Figure 1. Sequential cells coloured by netlist name.
Scale bar: 20 um. Other sequential cells in the stronger grey, the rest of the logic in the fainter grey.
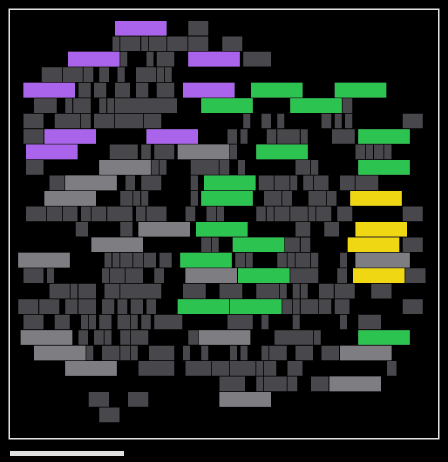
Figure 2. Routing congestion map.
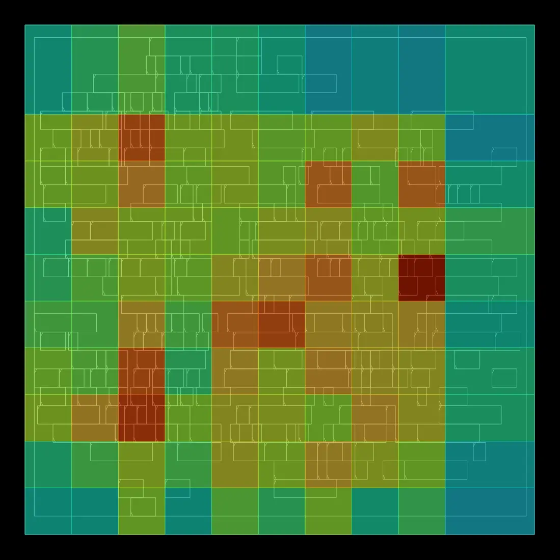
Figure 3. Signal wires by layer.
Scale bar: 20 um. Only two layers are drawn.
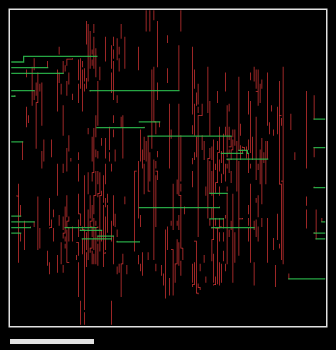
Figure 4. Cell classes on the final placement.
Scale bar: 20 um. Fill, decap, tap and diode cells in grey.
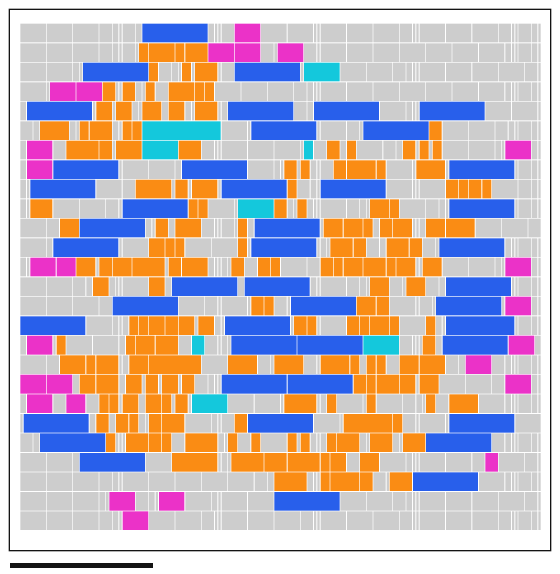
==> config.mk <==
export PLATFORM = sky130hd
export DESIGN_NAME = s2p_rx_fifo
export DESIGN_NICKNAME = d
export VERILOG_FILES = /design/src/rtl/s2p_rx_fifo_pkg.sv /design/src/rtl/s2p_rx_fifo_nib_fifo.sv /design/src/rtl/s2p_rx_fifo.sv
export SDC_FILE = /design/constraint.sdc
export NUM_CORES = 1
export LEC_CHECK = 0
export CORE_UTILIZATION = 44
export CTS_CLUSTER_DIAMETER = 40
export DETAILED_ROUTE_END_ITERATION = 8
export PLACE_DENSITY = 0.7
export SYNTH_ARGS = -nofsm -noshare
export SYNTH_HDL_FRONTEND = slang
export SYNTH_HIERARCHICAL = 1
export SYNTH_SLANG_ARGS = --single-unit
==> constraint.sdc <==
create_clock -name clk -period 3.8 [get_ports clk]
set_clock_uncertainty 0.1 [all_clocks]
set_input_delay 0.76 -clock clk [delete_from_list [all_inputs] [get_ports clk]]
set_output_delay 0.76 -clock clk [all_outputs]
set_load 0.005 [all_outputs]
==> flow_summary.toml <==
# synthesis and place-and-route metrics
[die]
io_pins = 24
chipArea_um2 = 5670

[global_route]
grt.overflow.total = 0

[sta]
worst_slack_ns = 0.677
finalMaxSlewViolations = 0
timing.hold.ws_ns = 0.383

[cells_and_area]
comb_cells = 170
comb_share = 0.418
largestClassByArea = "logic gates"
inv_count = 13
stdcell_count = 330
clkCellAreaFrac = 0.0395
lay_top_count = "dfrtp_1"

[route]
wl_met1_um = 2090
drt-initial-drc-count = 118
via_per_inst = 5.25

[pwr]
combinationalPower_w = 0.000644
vdd_drop_max_mv = 0.362
p_clk_frac = 0.201

[setup_path]
cp.depth = 10
slowest_delay_ns = 0.45
critPathCaptureType = "register"

[clock_tree]
cts_resized = 0
ctsHoldBuffers = 0
cts.path.max_buffers = 2
post_cts_buffers = 0

[synth]
synthCells = 236
synth-main-ff-cell = "dfrtp_1"
largest_area_cell = "dfrtp_1"

[place]
dp_hpwl_um = 3090

[status]
status = "complete, no violations"
Notes on Figure 1 above:
- purple: err_cnt (sequential cells 8)
- green: u_fifo/mem_r (sequential cells 16)
- yellow: u_fifo/rdata (sequential cells 4; where right middle)
- not coloured: 16
Layout Utilization: 0.530
P_seq: 0.000747 W

Notes on Figure 2 above:
WL/cell: 13.0 um
met1 Track Usage GR: 0.227
GR Util met2: 0.272

Notes on Figure 3 above:
- green: met3 (wire length 226 um)
- red: met2 (wire length 1930 um)
final wirelength: 4300 um
gr usage total: 0.173
DR vias: 1732

Notes on Figure 4 above:
- magenta: other buffers and delay cells (cells 25; share of their area 9.1%)
- cyan: clock drivers and dummy loads (cells 8; share of their area 4.1%)
- orange: all other logic (cells 183; share of their area 45%)
- blue: flip-flops (cells 44; share of their area 42%)
row count: 26
Core ar.: 5140 um^2
fin area: 2720 um^2
flop share of the area: 0.405

No activity file was given, so power comes from the tool's default toggle rates.
